**src/rtl/stopwatch_pkg.sv**
```systemverilog
`default_nettype none
// -----------------------------------------------------------------------------
// stopwatch_pkg: state and mode encodings shared by the lap stopwatch. Rev 1.0
// -----------------------------------------------------------------------------
package stopwatch_pkg;

  typedef enum logic [1:0] {
    ST_IDLE     = 2'd0,
    ST_COUNTING = 2'd1,
    ST_PAUSED   = 2'd2,
    ST_EXPIRED  = 2'd3
  } state_e;

  typedef enum logic {
    MODE_UP   = 1'b0,
    MODE_DOWN = 1'b1
  } mode_e;

endpackage
`default_nettype wire

```
**src/rtl/lap_stopwatch_if.sv**
```systemverilog
`default_nettype none
// -----------------------------------------------------------------------------
// lap_stopwatch_if: control pulses, status and lap read port. Rev 1.0
// -----------------------------------------------------------------------------
interface lap_stopwatch_if #(
  parameter int SECONDS_WIDTH = 8
) ();
  logic                     clear;
  logic                     start;
  logic                     continue_pause;
  logic                     lap;
  logic                     count_down;
  logic [SECONDS_WIDTH-1:0] preset;
  logic [SECONDS_WIDTH-1:0] seconds_passed;
  logic                     running;
  logic                     expired;
  logic                     lap_valid;
  logic                     lap_rd;
  logic [SECONDS_WIDTH-1:0] lap_data;
  logic                     lap_overflow;

  modport master (
    output clear, start, continue_pause, lap, count_down, preset, lap_rd,
    input  seconds_passed, running, expired, lap_valid, lap_data, lap_overflow
  );

  modport slave (
    input  clear, start, continue_pause, lap, count_down, preset, lap_rd,
    output seconds_passed, running, expired, lap_valid, lap_data, lap_overflow
  );
endinterface
`default_nettype wire

```
**src/rtl/lap_fifo.sv**
```systemverilog
`default_nettype none
// -----------------------------------------------------------------------------
// lap_fifo: show-ahead FIFO with a registered head word. Rev 1.0
// -----------------------------------------------------------------------------
module lap_fifo #(
  parameter int WIDTH = 8,
  parameter int DEPTH = 4
) (
  input  wire logic             clk,
  input  wire logic             async_reset,
  input  wire logic             i_clear,
  input  wire logic             i_push,
  input  wire logic             i_pop,
  input  wire logic [WIDTH-1:0] i_data,
  output logic      [WIDTH-1:0] o_data,
  output logic                  o_full,
  output logic                  o_empty
);
  localparam int c_PW = $clog2(DEPTH);
  localparam int c_CW = c_PW + 1;

  logic [WIDTH-1:0] r_mem [DEPTH];
  logic [c_PW-1:0]  r_wr;
  logic [c_PW-1:0]  r_rd;
  logic [c_CW-1:0]  r_count;
  logic [WIDTH-1:0] r_head;
  logic [c_PW-1:0]  w_rd_next;
  logic             w_do_pop;
  logic             w_do_push;

  assign o_empty   = (r_count == '0);
  assign o_full    = (r_count == c_CW'(DEPTH));
  assign w_do_pop  = i_pop && !o_empty;
  // A full FIFO still accepts a push when the head leaves in the same cycle.
  assign w_do_push = i_push && (!o_full || w_do_pop);
  assign w_rd_next = r_rd + c_PW'(1);
  assign o_data    = r_head;

  always_ff @(posedge clk) begin
    if (w_do_push && !i_clear) begin
      r_mem[r_wr] <= i_data;
    end
  end

  always_ff @(posedge clk or negedge async_reset) begin
    if (!async_reset) begin
      r_wr    <= '0;
      r_rd    <= '0;
      r_count <= '0;
      r_head  <= '0;
    end else if (i_clear) begin
      r_wr    <= '0;
      r_rd    <= '0;
      r_count <= '0;
      r_head  <= '0;
    end else begin
      if (w_do_push) r_wr <= r_wr + c_PW'(1);
      if (w_do_pop)  r_rd <= w_rd_next;
      case ({w_do_push, w_do_pop})
        2'b10:   r_count <= r_count + c_CW'(1);
        2'b01:   r_count <= r_count - c_CW'(1);
        default: r_count <= r_count;
      endcase
      // The head register is refilled from the next slot, or bypassed from i_data.
      if (w_do_pop) begin
        if (r_count > c_CW'(1)) r_head <= r_mem[w_rd_next];
        else if (w_do_push)     r_head <= i_data;
      end else if (o_empty && w_do_push) begin
        r_head <= i_data;
      end
    end
  end
endmodule
`default_nettype wire

```
**src/rtl/lap_stopwatch.sv**
```systemverilog
`default_nettype none
// -----------------------------------------------------------------------------
// lap_stopwatch: up/down seconds counter with pause and a lap FIFO. Rev 1.0
// -----------------------------------------------------------------------------
module lap_stopwatch
  import stopwatch_pkg::*;
#(
  parameter int TICK_CYCLES   = 50000000,
  parameter int SECONDS_WIDTH = 8,
  parameter int LAP_DEPTH     = 4
) (
  input  wire logic      clk,
  input  wire logic      async_reset,
  lap_stopwatch_if.slave bus
);
  localparam int                   c_TW        = $clog2(TICK_CYCLES);
  localparam logic [c_TW-1:0]      c_TICK_LAST = c_TW'(TICK_CYCLES - 1);
  localparam logic [SECONDS_WIDTH-1:0] c_SEC_ONE = SECONDS_WIDTH'(1);

  state_e                   r_state;
  mode_e                    r_mode;
  logic [c_TW-1:0]          r_tick;
  logic [SECONDS_WIDTH-1:0] r_seconds;
  logic                     r_running;
  logic                     r_expired;
  logic                     r_overflow;

  logic                     w_tick_done;
  logic                     w_zero_down;
  logic                     w_last_down;
  logic                     w_push;
  logic                     w_pop;
  logic                     w_full;
  logic                     w_empty;
  logic [SECONDS_WIDTH-1:0] w_head;

  assign w_tick_done = (r_tick == c_TICK_LAST);
  assign w_zero_down = (r_mode == MODE_DOWN) && (r_seconds == '0);
  assign w_last_down = (r_mode == MODE_DOWN) && w_tick_done && (r_seconds == c_SEC_ONE);
  assign w_push      = bus.lap && ((r_state == ST_COUNTING) || (r_state == ST_PAUSED));
  assign w_pop       = bus.lap_rd;

  always_ff @(posedge clk or negedge async_reset) begin
    if (!async_reset) begin
      r_state    <= ST_IDLE;
      r_mode     <= MODE_UP;
      r_tick     <= '0;
      r_seconds  <= '0;
      r_running  <= 1'b0;
      r_expired  <= 1'b0;
      r_overflow <= 1'b0;
    end else if (bus.clear) begin
      r_state    <= ST_IDLE;
      r_tick     <= '0;
      r_seconds  <= '0;
      r_running  <= 1'b0;
      r_expired  <= 1'b0;
      r_overflow <= 1'b0;
    end else begin
      if (w_push && w_full && !(w_pop && !w_empty)) r_overflow <= 1'b1;
      case (r_state)
        ST_IDLE, ST_EXPIRED: begin
          if (bus.start) begin
            r_state   <= ST_COUNTING;
            r_running <= 1'b1;
            r_expired <= 1'b0;
            r_tick    <= '0;
            r_mode    <= bus.count_down ? MODE_DOWN : MODE_UP;
            r_seconds <= bus.count_down ? bus.preset : '0;
          end
        end
        ST_COUNTING: begin
          // A zero down-count (preset 0) expires without consuming a tick.
          if (w_zero_down) begin
            r_state   <= ST_EXPIRED;
            r_running <= 1'b0;
            r_expired <= 1'b1;
          end else begin
            r_tick <= w_tick_done ? '0 : r_tick + c_TW'(1);
            if (w_tick_done) begin
              r_seconds <= (r_mode == MODE_DOWN) ? r_seconds - c_SEC_ONE
                                                 : r_seconds + c_SEC_ONE;
            end
            if (w_last_down) begin
              r_state   <= ST_EXPIRED;
              r_running <= 1'b0;
              r_expired <= 1'b1;
            end else if (bus.continue_pause) begin
              r_state   <= ST_PAUSED;
              r_running <= 1'b0;
            end
          end
        end
        ST_PAUSED: begin
          if (bus.continue_pause) begin
            r_state   <= ST_COUNTING;
            r_running <= 1'b1;
          end
        end
        default: r_state <= ST_IDLE;
      endcase
    end
  end

  lap_fifo #(
    .WIDTH (SECONDS_WIDTH),
    .DEPTH (LAP_DEPTH)
  ) u_lap_fifo (
    .clk         (clk),
    .async_reset (async_reset),
    .i_clear     (bus.clear),
    .i_push      (w_push),
    .i_pop       (w_pop),
    .i_data      (r_seconds),
    .o_data      (w_head),
    .o_full      (w_full),
    .o_empty     (w_empty)
  );

  assign bus.seconds_passed = r_seconds;
  assign bus.running        = r_running;
  assign bus.expired        = r_expired;
  assign bus.lap_valid      = !w_empty;
  assign bus.lap_data       = w_head;
  assign bus.lap_overflow   = r_overflow;
endmodule
`default_nettype wire

```
**src/flat_wrapper.sv**
```systemverilog
// flat-port wrapper written by rule: the top's interface ports become plain ports
module lap_stopwatch_flat import stopwatch_pkg::*;
#(
  parameter int TICK_CYCLES   = 50000000,
  parameter int SECONDS_WIDTH = 8,
  parameter int LAP_DEPTH     = 4
)
  (clk, async_reset, bus_clear, bus_start, bus_continue_pause, bus_lap, bus_count_down, bus_preset, bus_lap_rd, bus_seconds_passed, bus_running, bus_expired, bus_lap_valid, bus_lap_data, bus_lap_overflow);
  lap_stopwatch_if #(.SECONDS_WIDTH(SECONDS_WIDTH)) bus_i ();
  input  wire logic clk;
  input  wire logic async_reset;
  input wire logic [$bits(bus_i.clear)-1:0] bus_clear;
  input wire logic [$bits(bus_i.start)-1:0] bus_start;
  input wire logic [$bits(bus_i.continue_pause)-1:0] bus_continue_pause;
  input wire logic [$bits(bus_i.lap)-1:0] bus_lap;
  input wire logic [$bits(bus_i.count_down)-1:0] bus_count_down;
  input wire logic [$bits(bus_i.preset)-1:0] bus_preset;
  input wire logic [$bits(bus_i.lap_rd)-1:0] bus_lap_rd;
  output wire logic [$bits(bus_i.seconds_passed)-1:0] bus_seconds_passed;
  output wire logic [$bits(bus_i.running)-1:0] bus_running;
  output wire logic [$bits(bus_i.expired)-1:0] bus_expired;
  output wire logic [$bits(bus_i.lap_valid)-1:0] bus_lap_valid;
  output wire logic [$bits(bus_i.lap_data)-1:0] bus_lap_data;
  output wire logic [$bits(bus_i.lap_overflow)-1:0] bus_lap_overflow;
  assign bus_i.clear = bus_clear;
  assign bus_i.start = bus_start;
  assign bus_i.continue_pause = bus_continue_pause;
  assign bus_i.lap = bus_lap;
  assign bus_i.count_down = bus_count_down;
  assign bus_i.preset = bus_preset;
  assign bus_i.lap_rd = bus_lap_rd;
  assign bus_seconds_passed = bus_i.seconds_passed;
  assign bus_running = bus_i.running;
  assign bus_expired = bus_i.expired;
  assign bus_lap_valid = bus_i.lap_valid;
  assign bus_lap_data = bus_i.lap_data;
  assign bus_lap_overflow = bus_i.lap_overflow;
  lap_stopwatch #(.TICK_CYCLES(TICK_CYCLES), .SECONDS_WIDTH(SECONDS_WIDTH), .LAP_DEPTH(LAP_DEPTH)) u_core (.clk(clk), .async_reset(async_reset), .bus(bus_i));
endmodule
```
**config.mk**
```make
export PLATFORM = sky130hd
export DESIGN_NAME = lap_stopwatch_flat
export DESIGN_NICKNAME = d
export VERILOG_FILES = /design/src/rtl/stopwatch_pkg.sv /design/src/rtl/lap_stopwatch_if.sv /design/src/rtl/lap_fifo.sv /design/src/rtl/lap_stopwatch.sv /design/src/flat_wrapper.sv
export SDC_FILE = /design/constraint.sdc
export NUM_CORES = 1
export LEC_CHECK = 0
export CAP_MARGIN = 40
export CORE_UTILIZATION = 50
export CTS_CLUSTER_SIZE = 25
export DETAILED_ROUTE_END_ITERATION = 10
export DONT_BUFFER_PORTS = 1
export GPL_TIMING_DRIVEN = 0
export MAX_ROUTING_LAYER = met4
export PLACE_DENSITY = 0.64
export SYNTH_ARGS = -nofsm -noshare
export SYNTH_HDL_FRONTEND = slang
export SYNTH_SLANG_ARGS = --single-unit
```
**constraint.sdc**
```tcl
create_clock -name clk -period 3.1 [get_ports clk]
set_input_delay 0.465 -clock clk [delete_from_list [all_inputs] [get_ports clk]]
set_output_delay 0.465 -clock clk [all_outputs]
set_load 0.005 [all_outputs]
```
Figure 1. M2 wires (run 1).
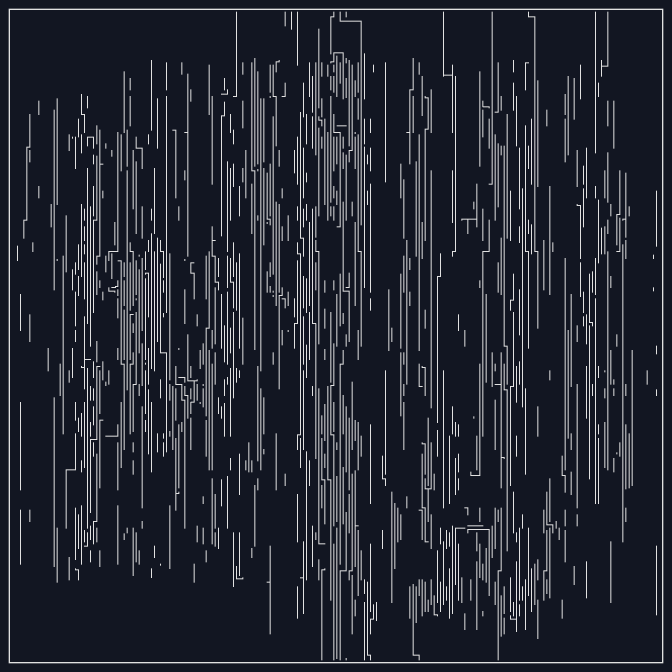
The layer carries 5220 um of wire. The wires run mostly vertical. The layer holds 51% of the routed length.

Figure 2. Congestion heat map (run 1).
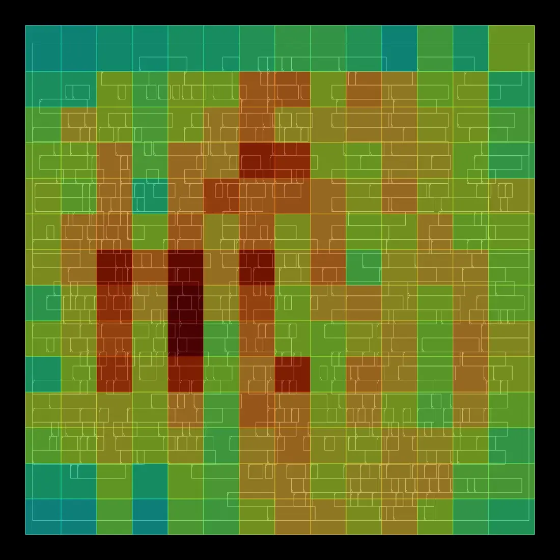
Most Crowded Layer GR: met2
GRT Util Overall: 0.2348
wire per inst: 18.44 um

==> reports/results.tsv, run 1 <==
metric	value	unit
synth-async-reset-ratio	0.6322	
n_tap_cell	108	
path_class	reg -> reg	
crit_arrival	2.82	ns
drive_gt1_frac	0.1138	
pin_count	36	
worst_slack	0.5387	ns
cts_buffer_depth	2	
grt_max_degree	56	
ff_latch_area	0.002337	mm^2
clock_area_frac	0.03902	
yosys.area_share.adder	0.04023	
status	completed	
vias_per_cell	6.097	
ir_drop	0.0002841	V
hpwl	7155	um
drt-met1-wl	4371	um
syn2layout_area_growth	7.911	%
dr.max_layer_used	met4	
dr.pass1.iters	4	
die_area	0.009722	mm^2
Figure 3. Local utilization (run 1).
10 x 10 tiles, from white (low) to dark blue (high), 0 to 100% covered.
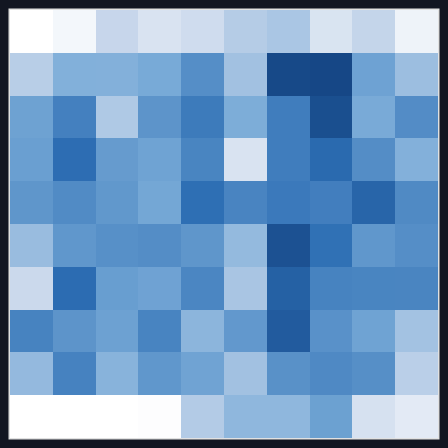
The fullest tile reaches 91%. The densest ninth of the die: right middle. The mean over all tiles is 50%.

Figure 4. Selected gate families (run 1).
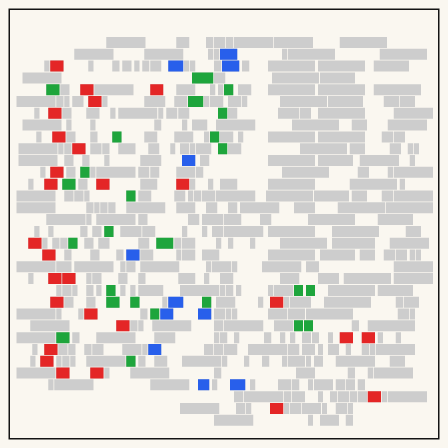
Key: AND-OR and OR-AND gates = blue [cells 11]; AND and OR gates = green [cells 25, most used and3_1]; XOR/XNOR gates = red [cells 27, most used xnor2_1]

==> run 1: report_power, final <==
group / total, mW / switching [mW] / internal [mW]
Sequential: 1.60 / 0.203 / 1.40
Combinational: 1.38 / 0.849 / 0.532
Clock: 0.785 / 0.469 / 0.316
==> run 1: repair_timing <==
item	4_1_cts	5_1_grt
endpoints found under the hold margin	55	0
hold buffers	2	0
gates resized	0	0
==> run 1: worst max-delay path, stage by stage (launching register included) <==
cell and delay (ns):
dfrtp_1 0.65, inv_1 0.17, ha_1 0.27, nand3b_1 0.12, nor3_2 0.07, or2_2 0.30, buf_6 0.14, a21oi_2 0.32
buf_2 0.30, o22ai_1 0.10
==> run 1: flip-flops by register name (all words and copies together) (netlist names) <==
name,flops
u_core.u_lap_fifo.r_mem,32
u_core.r_tick,26
u_core.bus.seconds_passed,8
u_core.u_lap_fifo.o_data,8
u_core.u_lap_fifo.r_count,3
u_core.r_state,2
u_core.u_lap_fifo.r_rd,2
u_core.u_lap_fifo.r_wr,2
u_core.bus.expired,1
u_core.bus.lap_overflow,1
u_core.bus.running,1
u_core.r_mode,1
==> run 1: cells by family after synthesis <==
kind of cell | after synthesis
simple gates | 161
flops | 87
compound gates | 74
buf+inv | 45
xor+xnor | 27
mux | 21
fa+ha+maj | 15
==> run 1: through the flow <==
step	cells	cell area [um^2]
floorplan	430	4666
global placement	538	4801
detailed placement	538	4801
CTS	556	5035
global route	556	5035
finish	556	5035
==> run 1: worst paths after layout <==
path | startpoint | to | slack [ns] | cells after the start
max in group asynchronous | async_reset | u_core.r_tick[5] | 2.20 | 2
worst min register to register | u_core.u_lap_fifo.o_data[3] | u_core.u_lap_fifo.o_data[3] | 0.51 | 2
worst max register to register | u_core.bus.seconds_passed[0] | u_core.bus.seconds_passed[4] | 0.54 | 9
worst min-delay path | bus_count_down | u_core.r_mode | 0.24 | 1
min in group asynchronous | async_reset | u_core.u_lap_fifo.o_data[6] | 0.66 | 2
worst max-delay path | u_core.bus.seconds_passed[0] | u_core.bus.seconds_passed[4] | 0.54 | 9
==> run 1: cells in the final DEF (no fill, tap or decap), types with 3 or more instances in the layout <==
| cell | instances |
|---|---|
| a41oi_1 | 3 |
| nor2_1 | 41 |
| a211oi_1 | 5 |
| nand2_1 | 33 |
| a31oi_1 | 5 |
| nand2b_1 | 5 |
| ha_1 | 15 |
| o32ai_1 | 3 |
| mux2_2 | 3 |
| clkbuf_1 | 13 |
| mux4_2 | 8 |
| and4_1 | 4 |
| dfrtp_1 | 55 |
| o31ai_1 | 10 |
| xor2_1 | 3 |
| buf_4 | 3 |
| o21ai_0 | 6 |
| inv_1 | 19 |
| and3_1 | 8 |
| mux2i_1 | 9 |
| nand3b_1 | 5 |
| nor4_1 | 12 |
| nor3_1 | 9 |
| nand4_1 | 6 |
| or3_1 | 3 |
| clkbuf_8 | 9 |
| and2_1 | 5 |
| nor2b_1 | 4 |
| nand3_1 | 15 |
| a21oi_1 | 9 |
| a22oi_1 | 3 |
| xnor2_1 | 24 |
| buf_2 | 7 |
| edfxtp_1 | 32 |
==> inputs of run 2 (changes only) <==
--- a/config.mk
+++ b/config.mk
@@ -12,7 +12,7 @@
 export DONT_BUFFER_PORTS = 1
 export GPL_TIMING_DRIVEN = 0
 export MAX_ROUTING_LAYER = met4
-export PLACE_DENSITY = 0.64
+export PLACE_DENSITY = 0.67
 export SYNTH_ARGS = -nofsm -noshare
 export SYNTH_HDL_FRONTEND = slang
 export SYNTH_SLANG_ARGS = --single-unit
==> constraint.sdc (replaced) <==
create_clock -name clk -period 2.1 [get_ports clk]
set_input_delay 0.315 -clock clk [delete_from_list [all_inputs] [get_ports clk]]
set_output_delay 0.315 -clock clk [all_outputs]
set_load 0.005 [all_outputs]
Figure 5. Selected gate families (run 2).
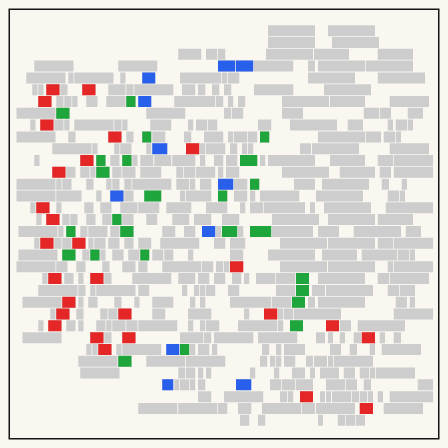
Key: AND-OR and OR-AND gates = blue [cells 11]; AND and OR gates = green [cells 25, most used and3_1]; XOR/XNOR gates = red [cells 27, most used xnor2_1]
Cell Count, Final, Fillers Out: 568
Comb area share: 0.4243
most numerous logic cell after layout: dfrtp_1

==> run 2 against run 1 <==
Net effect: the flow now finishes with violations (setup timing); synthesized cell count unchanged; register-to-register slack got worse by 0.56 ns; final area rose by 4.5%; die area unchanged; combinational power rose by 75%; worst hold slack got worse by 0.13 ns; clock-buffer cell count unchanged; fmax is 21% higher; global-route usage shrank 0.74 points; utilization up 2.6 points; flip-flop count did not move.
==> reports/results.tsv, run 2 <==
metric	value	unit	change
top_regs	u_core.u_lap_fifo.r_mem x32, u_core.r_tick x26		unchanged
lay_top_cells	dfrtp_1, nor2_1, nand2_1		unchanged
worst-r2r-setup-slack	-0.02	ns	was 0.54 ns
cts_buffer_depth	2		unchanged
startpoint	u_core.r_tick[10]		was u_core.bus.seconds_passed[0]
dr.pass1.iters	4		unchanged
status	finished, violations left		was completed
wire_per_inst	18.19	um	was 18.44 um
hpwl	7006	um	was 7155 um
crit_chain	nor4_2 -> nand4_1 -> or3_4 -> a21oi_4 -> mux2_4		was inv_1 -> ha_1 -> nand3b_1 -> nor3_2 -> or2_2 -> buf_6 -> a21oi_2 -> buf_2 -> o22ai_1
crit_arrival	2.36	ns	was 2.82 ns
rr_endpoint	u_core.bus.seconds_passed[1]		was u_core.bus.seconds_passed[4]
die_area	0.009722	mm^2	unchanged
synth-async-reset-ratio	0.6322		unchanged
violations	setup timing		
vias_per_cell	6.030		was 6.097
ir_drop	0.0003807	V	was 0.0002841 V
worst_slack	-0.01951	ns	was 0.5387 ns
largest-register	u_core.u_lap_fifo.r_mem		unchanged
path_class	reg -> reg		unchanged
busiest_layer	met2		unchanged
grt_max_degree	56		unchanged
drive_gt1_frac	0.2065		was 0.1138
setup_viol	3		was 0
yosys.area_share.adder	0.04023		unchanged
pin_count	36		unchanged
==> run 2: cell counts after synthesis <==
No cell type changed its count.
==> run 2: kinds of logic after synthesis <==
kind of cell,after synthesis
multiplexers,21
adder cells (fa/ha/maj),15
flip-flops,87
buffers and inverters,45
AND-OR/OR-AND,74
XOR/XNOR,27
AND/OR/NAND/NOR,161
==> run 2: final cells by class <==
| cell class | count | area (um^2) |
|---|---|---|
| plain buffers | 23 | 140.1 |
| clock buffers | 9 | 123.9 |
| clock inverters | 7 | 77.57 |
| fillers | 755 | 3627 |
| inverters | 19 | 71.32 |
| multi-input cells | 298 | 2233 |
| flip-flops and latches | 87 | 2344 |
| well taps | 108 | 135.1 |
| repair buffers | 17 | 138.9 |
==> run 2: how the worst min path moves through the flow <==
stage,slack (ns),end,depth (start not counted),startpoint
3_5_place_dp,0.02,u_core.u_lap_fifo.r_count[0],0,async_reset
3_3_place_gp,0.02,u_core.u_lap_fifo.r_count[2],0,async_reset
5_1_grt,0.09,u_core.r_mode,1,bus_count_down
4_1_cts,0.1,u_core.r_mode,1,bus_count_down
2_1_floorplan,0.02,u_core.bus.expired,0,async_reset
6_report,0.11,u_core.r_mode,1,bus_count_down
==> run 2: critical path: cells and delay by family (launching register included) <==
family | cells | cell delay (ns)
AND-OR/OR-AND | 1 | 0.29
flip-flops | 1 | 0.41
multiplexers | 1 | 0.33
AND/OR/NAND/NOR | 3 | 0.98
==> run 2: power by group <==
| part | total, mW | switching, mW | internal, mW |
|---|---|---|---|
| combinational | 2.42 | 1.41 | 1.01 |
| clock | 1.20 | 0.635 | 0.562 |
| sequential | 2.34 | 0.268 | 2.07 |
==> run 2: timing repair <==
item	4_1_cts	5_1_grt
endpoints found under the hold margin	55	0
pin swaps	10	2
buffers inserted	9	5
gates resized	29	23
cloned	1	0
hold buffers	2	0
setup endpoints to repair	69	67
==> run 2: layer usage <==
metal | wire length [um] | up-vias
met1 | 4397 | 1695
met2 | 5239 | 73
li1 | - | 1633
met5 | 0 | -
met4 | 269 | 0
met3 | 425 | 24
==> run 2: per-stage QoR <==
stage	instance area, um^2	setup slack [ns]	std cells
4_1_cts	5172	-0.005933	564
5_1_grt	5264	-0.09451	568
3_3_place_gp	4801	-0.3686	538
2_1_floorplan	4666	0.007095	430
6_report	5264	-0.01951	568
3_5_place_dp	4801	-0.4001	538
==> inputs of run 3 (changes only) <==
--- a/config.mk
+++ b/config.mk
@@ -7,6 +7,7 @@
 export LEC_CHECK = 0
 export CAP_MARGIN = 40
 export CORE_UTILIZATION = 50
+export CTS_CLUSTER_DIAMETER = 40
 export CTS_CLUSTER_SIZE = 25
 export DETAILED_ROUTE_END_ITERATION = 10
 export DONT_BUFFER_PORTS = 1
Figure 6. Signal wires by layer (run 3).
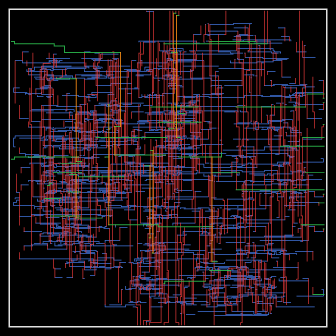
Key: met2 = red [wire length 5240 um]; met3 = green [wire length 426 um]; met4 = orange [wire length 270 um]; met1 = blue [wire length 4400 um]

==> run 3 against run 2 <==
Net effect: non-clock buffer count is the same; combinational power is essentially flat; total power unchanged; worst hold slack did not move; via count stayed put; highest routed layer unchanged; clock-buffer cell count is the same; flip-flop count did not move; utilization unchanged; the run still ends with setup timing left; critical path depth is the same.
==> reports/results.tsv, run 3 <==
metric	value	unit	change
rr_endpoint	u_core.bus.seconds_passed[1]		unchanged
syn2layout_area_growth	12.82	%	unchanged
worstReg2RegStart	u_core.r_tick[10]		unchanged
worst-r2r-setup-slack	-0.02	ns	about the same
largest_reg_flops	32		unchanged
final_common_cell	dfrtp_1		unchanged
reg2reg_depth	5		unchanged
dr.pass1.iters	4		unchanged
dr.max_layer_used	met4		unchanged
hold_end	u_core.r_mode		unchanged
setup_viol	3		unchanged
largest-register	u_core.u_lap_fifo.r_mem		unchanged
grt_max_degree	56		unchanged
ir_drop	0.0003807	V	unchanged
crit_arrival	2.36	ns	about the same
top_regs	u_core.u_lap_fifo.r_mem x32, u_core.r_tick x26		unchanged
violations	setup timing		unchanged
wl_met2	5239	um	unchanged
swShare	0.3884		unchanged
grt.total_usage	0.2273		unchanged
path_class	reg -> reg		unchanged
worst_slack	-0.01951	ns	unchanged
fillCellCount	755		unchanged
route.met3.wl	425	um	unchanged
status	finished, violations left		unchanged
place_ws	-0.4001	ns	unchanged
min-delay-start	bus_count_down		unchanged
seqPwrFrac	0.393		about the same
wire_per_inst	18.19	um	unchanged
==> run 3: cell counts after synthesis <==
No cell type changed its count.
==> run 3: how the worst max path moves through the flow <==
stage,endpoint,start,slack (ns),cells after the start
floorplan,u_core.bus.seconds_passed[1],u_core.r_state[0],0.007,8
global placement,u_core.u_lap_fifo.o_data[3],u_core.r_state[0],-0.37,8
detailed placement,u_core.bus.seconds_passed[4],u_core.bus.seconds_passed[0],-0.40,9
CTS,u_core.bus.seconds_passed[1],u_core.r_tick[8],-0.006,5
global route,u_core.bus.seconds_passed[7],u_core.r_tick[10],-0.09,6
finish,u_core.bus.seconds_passed[1],u_core.r_tick[10],-0.02,5
==> run 3: cell type report <==
| type | instances | area, um^2 | share of cell area |
|---|---|---|---|
| inverters | 19 | 71.32 | 0.01355 |
| clock buffers | 9 | 123.9 | 0.02353 |
| clock inverters | 7 | 77.57 | 0.01474 |
| plain buffers | 23 | 140.1 | 0.02662 |
| well taps | 108 | 135.1 | 0.02567 |
| multi-input cells | 298 | 2233 | 0.4243 |
| flip-flops and latches | 87 | 2344 | 0.4452 |
| repair buffers | 17 | 138.9 | 0.02638 |
==> run 3: timing repair <==
item	CTS	global route
setup buffers	9	5
pin swaps	10	2
hold endpoints to repair	55	0
cloned	1	0
endpoints found under the setup margin	69	67
hold buffers	2	0
gates resized	29	23
==> run 3: worst reg2reg max path: cells and delay by family, from the launching register on <==
family           cells  cell delay, ns
multiplexers         1            0.34
flip-flops           1            0.41
AND/OR/NAND/NOR      3            0.98
AND-OR/OR-AND        1            0.29
==> run 3: per-stage QoR <==
step	instance area, um^2	power, mW	util	setup TNS (ns)	cells
3_3_place_gp	4801	4.319	0.5400	-15.72	538
4_1_cts	5172	5.830	0.5818	-0.005933	564
5_1_grt	5264	6.313	0.5920	-1.058	568
6_report	5264	5.963	0.5920	-0.05319	568
3_5_place_dp	4801	4.409	0.5400	-18.82	538
2_1_floorplan	4666	3.873	-	0	430
==> run 3: routing by layer <==
metal  vias to the layer above  track usage
met3                        24      0.03475
met4                         0      0.09529
met5                         -            -
li1                       1633            -
met1                      1695       0.2672
met2                        73       0.3906
==> run 3: cell families after synthesis <==
family | after synthesis
AND-OR/OR-AND | 74
flip-flops | 87
buffers and inverters | 45
XOR/XNOR | 27
multiplexers | 21
adder cells (fa/ha/maj) | 15
AND/OR/NAND/NOR | 161
==> run 3: power by group through the flow <==
stage	sequential [mW]	combinational, mW	clock (mW)
5_1_grt	2.39	2.65	1.27
4_1_cts	2.34	2.28	1.21
3_3_place_gp	2.36	1.95	0
6_report	2.34	2.42	1.20
3_5_place_dp	2.39	2.02	0
2_1_floorplan	2.29	1.58	0
Power figures rest on the tool's default switching activity, not on a simulated workload.
